==> images/gates.png <==
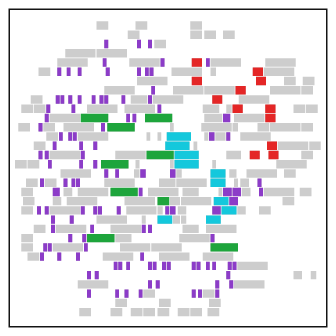
==> images/m3.png <==
Bar = 20 µm.
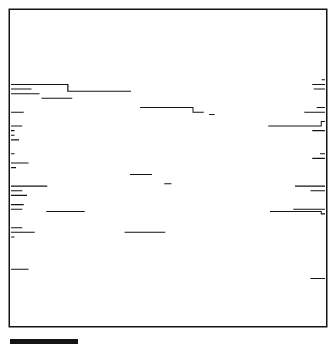
## src/rtl/wide_adder_sequencer.sv

```systemverilog
// Multi-cycle wide adder: streams NUM_CHUNKS chunks of the operands through one
// NUMB_BITS ripple adder, least-significant chunk first, carrying between chunks.

module adder_nbit #(
    parameter int NUMB_BITS = 4
) (
    input  logic [NUMB_BITS-1:0] a,
    input  logic [NUMB_BITS-1:0] b,
    input  logic                 carry_in,
    output logic [NUMB_BITS-1:0] sum,
    output logic                 overflow
);

    logic carry;

    always_comb begin
        carry = carry_in;
        sum   = '0;
        for (int i = 0; i < NUMB_BITS; i++) begin
            sum[i] = a[i] ^ b[i] ^ carry;
            carry  = (a[i] & b[i]) | (carry & (a[i] ^ b[i]));
        end
        overflow = carry;
    end

endmodule

// state | meaning
// IDLE  | waiting for start; last result held on sum_out/overflow
// ADD   | one chunk added and committed per cycle, idx selects the chunk
// DONE  | result complete, done pulses; a start here is accepted back-to-back
module wide_adder_sequencer #(
    parameter int NUMB_BITS  = 4,
    parameter int NUM_CHUNKS = 4
) (
    input  logic                            clk,
    input  logic                            n_rst,
    input  logic                            start,
    input  logic [NUMB_BITS*NUM_CHUNKS-1:0] a_in,
    input  logic [NUMB_BITS*NUM_CHUNKS-1:0] b_in,
    input  logic                            carry_in,
    output logic                            busy,
    output logic                            done,
    output logic [NUMB_BITS*NUM_CHUNKS-1:0] sum_out,
    output logic                            overflow
);

    localparam int W     = NUMB_BITS * NUM_CHUNKS;
    localparam int IDX_W = (NUM_CHUNKS > 1) ? $clog2(NUM_CHUNKS) : 1;
    localparam logic [IDX_W-1:0] IDX_LAST = IDX_W'(NUM_CHUNKS - 1);

    typedef enum logic [1:0] {
        IDLE = 2'd0,
        ADD  = 2'd1,
        DONE = 2'd2
    } state_t;

    state_t             state_q, state_d;
    logic [W-1:0]       a_q, a_d;
    logic [W-1:0]       b_q, b_d;
    logic               c_q, c_d;
    logic [IDX_W-1:0]   idx_q, idx_d;
    logic [W-1:0]       sum_q, sum_d;
    logic               ovf_q, ovf_d;

    logic [NUMB_BITS-1:0] chunk_a, chunk_b, chunk_sum;
    logic                 chunk_co;

    assign chunk_a = a_q[idx_q*NUMB_BITS +: NUMB_BITS];
    assign chunk_b = b_q[idx_q*NUMB_BITS +: NUMB_BITS];

    adder_nbit #(.NUMB_BITS(NUMB_BITS)) u_adder (
        .a        (chunk_a),
        .b        (chunk_b),
        .carry_in (c_q),
        .sum      (chunk_sum),
        .overflow (chunk_co)
    );

    always_ff @(posedge clk or negedge n_rst) begin
        if (!n_rst) begin
            state_q <= IDLE;
            a_q     <= '0;
            b_q     <= '0;
            c_q     <= 1'b0;
            idx_q   <= '0;
            sum_q   <= '0;
            ovf_q   <= 1'b0;
        end else begin
            state_q <= state_d;
            a_q     <= a_d;
            b_q     <= b_d;
            c_q     <= c_d;
            idx_q   <= idx_d;
            sum_q   <= sum_d;
            ovf_q   <= ovf_d;
        end
    end

    always_comb begin
        state_d = state_q;
        a_d     = a_q;
        b_d     = b_q;
        c_d     = c_q;
        idx_d   = idx_q;
        sum_d   = sum_q;
        ovf_d   = ovf_q;

        case (state_q)
            IDLE, DONE: begin
                if (start) begin
                    a_d     = a_in;
                    b_d     = b_in;
                    c_d     = carry_in;
                    idx_d   = '0;
                    ovf_d   = 1'b0;
                    state_d = ADD;
                end else begin
                    state_d = IDLE;
                end
            end
            ADD: begin
                sum_d[idx_q*NUMB_BITS +: NUMB_BITS] = chunk_sum;
                c_d = chunk_co;
                if (idx_q == IDX_LAST) begin
                    ovf_d   = chunk_co;
                    state_d = DONE;
                end else begin
                    idx_d = idx_q + IDX_W'(1);
                end
            end
            default: state_d = IDLE;
        endcase
    end

    // Status comes from registered state only, so no input-to-output path exists.
    assign busy     = (state_q == ADD);
    assign done     = (state_q == DONE);
    assign sum_out  = sum_q;
    assign overflow = ovf_q;

endmodule

```

## config.mk

```make
export PLATFORM = sky130hd
export DESIGN_NAME = wide_adder_sequencer
export DESIGN_NICKNAME = d
export VERILOG_FILES = /design/src/rtl/wide_adder_sequencer.sv
export SDC_FILE = /design/constraint.sdc
export NUM_CORES = 1
export LEC_CHECK = 0
export CAP_MARGIN = 20
export CORE_UTILIZATION = 30
export CTS_BUF_LIST = sky130_fd_sc_hd__clkbuf_8
export DETAILED_ROUTE_END_ITERATION = 8
export PLACE_DENSITY = 0.52
export SYNTH_ARGS = -nofsm -noshare
export SYNTH_HDL_FRONTEND = slang
export SYNTH_SLANG_ARGS = --single-unit
```

## constraint.sdc

```tcl
create_clock -name clk -period 7.1 [get_ports clk]
set_input_delay 1.42 -clock clk [delete_from_list [all_inputs] [get_ports clk]]
set_output_delay 1.42 -clock clk [all_outputs]
set_load 0.03 [all_outputs]
```

==> Slide: Implementation Results <==
Flow Results at a Glance

Outcome
  – Status: complete, no violations

Die
  – FP Util: 31.6%
  – Die height: 92.9 µm
  – Die area: 8640 µm²
  – Core area: 7850 µm²
  – Die span in x: 92.9 µm
  – # IOs: 55
  – Num rows: 32

Placed design
  – Post-Place Worst Slack: 3.79 ns
  – Dpl cell area: 3100 µm²

Worst setup path
  – CP max FO: 19
  – Crit. Startpoint: idx_q[0]$_DFFE_PN0P_
  – Arr. time, crit path: 3.46 ns
  – CP Capture Type: flop

Logic synthesis
  – Synth top area share: 54.5%
  – Simple share: 21.5%
  – Distinct lib cells used: 25
  – And-or/or-and share of the synthesized area: 6.20%
  – Top non-seq family: simple AND/OR/NAND/NOR gates
  – Mapped Area: 2480 µm²
  – Post-synth top area cell: dfrtp_1
  – Number of standard cells reported by yosys: 238

GRT
  – Initial antenna violation count: 0
  – Pin count of the biggest net entering global routing: 55
  – Total GRT Usage: 13.5%

Run
  – Tool warnings: 31

Clock network
  – Post-CTS setup buffer count: 0
  – Worst-path clk slew: 0.09 ns
  – Clock root cell: clkbuf_8

Finish
  – Area growth, synth to finish: 28.3%
  – Nets: 336
  – Share of cells above drive strength 1: 6.57%

Min path
  – Hold_sp: b_q[2]$_DFFE_PN0P_
  – Hold Path Class: flop to flop
  – Hold depth: 2

Final timing
  – Period utilization: 46.1%
  – Final setup viols: 0
  – Hold Fails Final Rpt: 0
  – Setup TNS: 0 ns
  – Post-Route Skew: 0.00553 ns
  – Final WS setup: 3.83 ns

Routing
  – Via density: 4.56
  – Drt wl/cell: 13.3 µm
  – DRC viols: 0
-- gates.png (at the start) --
Cyan is fa/ha/maj cells, cells 10, most used ha_1, where centre. Green is mux cells, cells 9, most used mux4_2. Red is non-inverting ao/oa cells, cells 12, most used a22o_1. Purple is nand cells, cells 113, most used nand2_1.
Top cell excl fill/tap: nand2_1
logic share of the area: 32.5%
non-filler cells, final: 391

-- m3.png (at the start) --
The wires run mostly horizontal. The layer holds 4.8% of the routed length. 38 nets have wire on it. The layer carries 250 µm of wire. The longest straight run is 18.4 µm.
GR Layer Usage met3: 3.37%
via count: 1,784
Post-Route WL: 5210 µm

[registers in the layout, indices dropped and copies added, names as in the netlist]
name	flops
a_q	16
b_q	16
sum_out	16
idx_q	2
state_q	2
c_q	1
overflow	1
[Yosys cell counts]
library cell and count:
nor3_1 2, buf_6 1, nand3_1 4, inv_1 10, mux2i_1 1, or3_1 1, nor2_1 1, mux4_2 8
dfrtp_1 54, clkbuf_1 2, nor4b_2 1, nor4_2 1, o41ai_1 1, fa_1 4, a22o_1 12, and2b_1 3
ha_1 6, and2_1 1, o31ai_1 2, nand2b_1 2, o21ai_0 5, buf_2 8, or3b_1 1, nand3b_1 4
nand2_1 103
[cells by family after synthesis]
| group | Yosys count |
|---|---|
| buf+inv | 21 |
| compound gates | 20 |
| mux | 9 |
| fa+ha+maj | 10 |
| simple gates | 124 |
| flops | 54 |
[layer usage]
metal  GRT usage [%]  wire length (µm)  vias to the layer above
met3            3.37               249                        6
met2            21.6              2400                       44
met1            18.2              2500                      850
met5               0                 0                        -
met4            3.85                61                        0
li1                -                 -                      884
[final timing paths]
kind | end | slack (ns)
min reg2reg | b_q[2]$_DFFE_PN0P_ | 0.48
max reg2reg | sum_out[15]$_DFFE_PN0P_ | 3.83
min | b_q[2]$_DFFE_PN0P_ | 0.48
max in group asynchronous | sum_out[10]$_DFFE_PN0P_ | 5.41
max | sum_out[15]$_DFFE_PN0P_ | 3.83
min in group asynchronous | a_q[7]$_DFFE_PN0P_ | 1.22
[cell type report]
cell class              instances  area (µm²)
flip-flops and latches         54        1350
well taps                     102         128
clock buffers                   6        82.6
fillers                       802        4660
repair buffers                 56         551
multi-input cells             163        1030
inverters                      10        37.5
[where the power goes]
part | switching, µW | internal (µW) | leakage [µW]
Clock | 93.9 | 75.5 | 0.0000431
Combinational | 383 | 294 | 0.000770
Sequential | 107 | 433 | 0.000692
Total | 584 | 802 | 0.00151
[worst max-delay path: stages, from the launching register on]
cell and delay (ns):
dfrtp_1 0.94, mux4_2 0.62, fa_1 0.39, inv_1 0.08
fa_1 0.18, fa_1 0.16, inv_1 0.05, fa_1 0.52
a22o_1 0.23
[metrics by stage]
stage / total power (µW) / hold slack, ns / utilization [%]
2_1_floorplan: 1010 / 0.440 / -
3_3_place_gp: 1240 / 0.456 / 39.5
3_5_place_dp: 1240 / 0.459 / 39.5
4_1_cts: 1410 / 0.481 / 40.6
6_report: 1390 / 0.479 / 40.6
5_1_grt: 1520 / 0.500 / 40.6
Power and IR drop assume default switching activity.
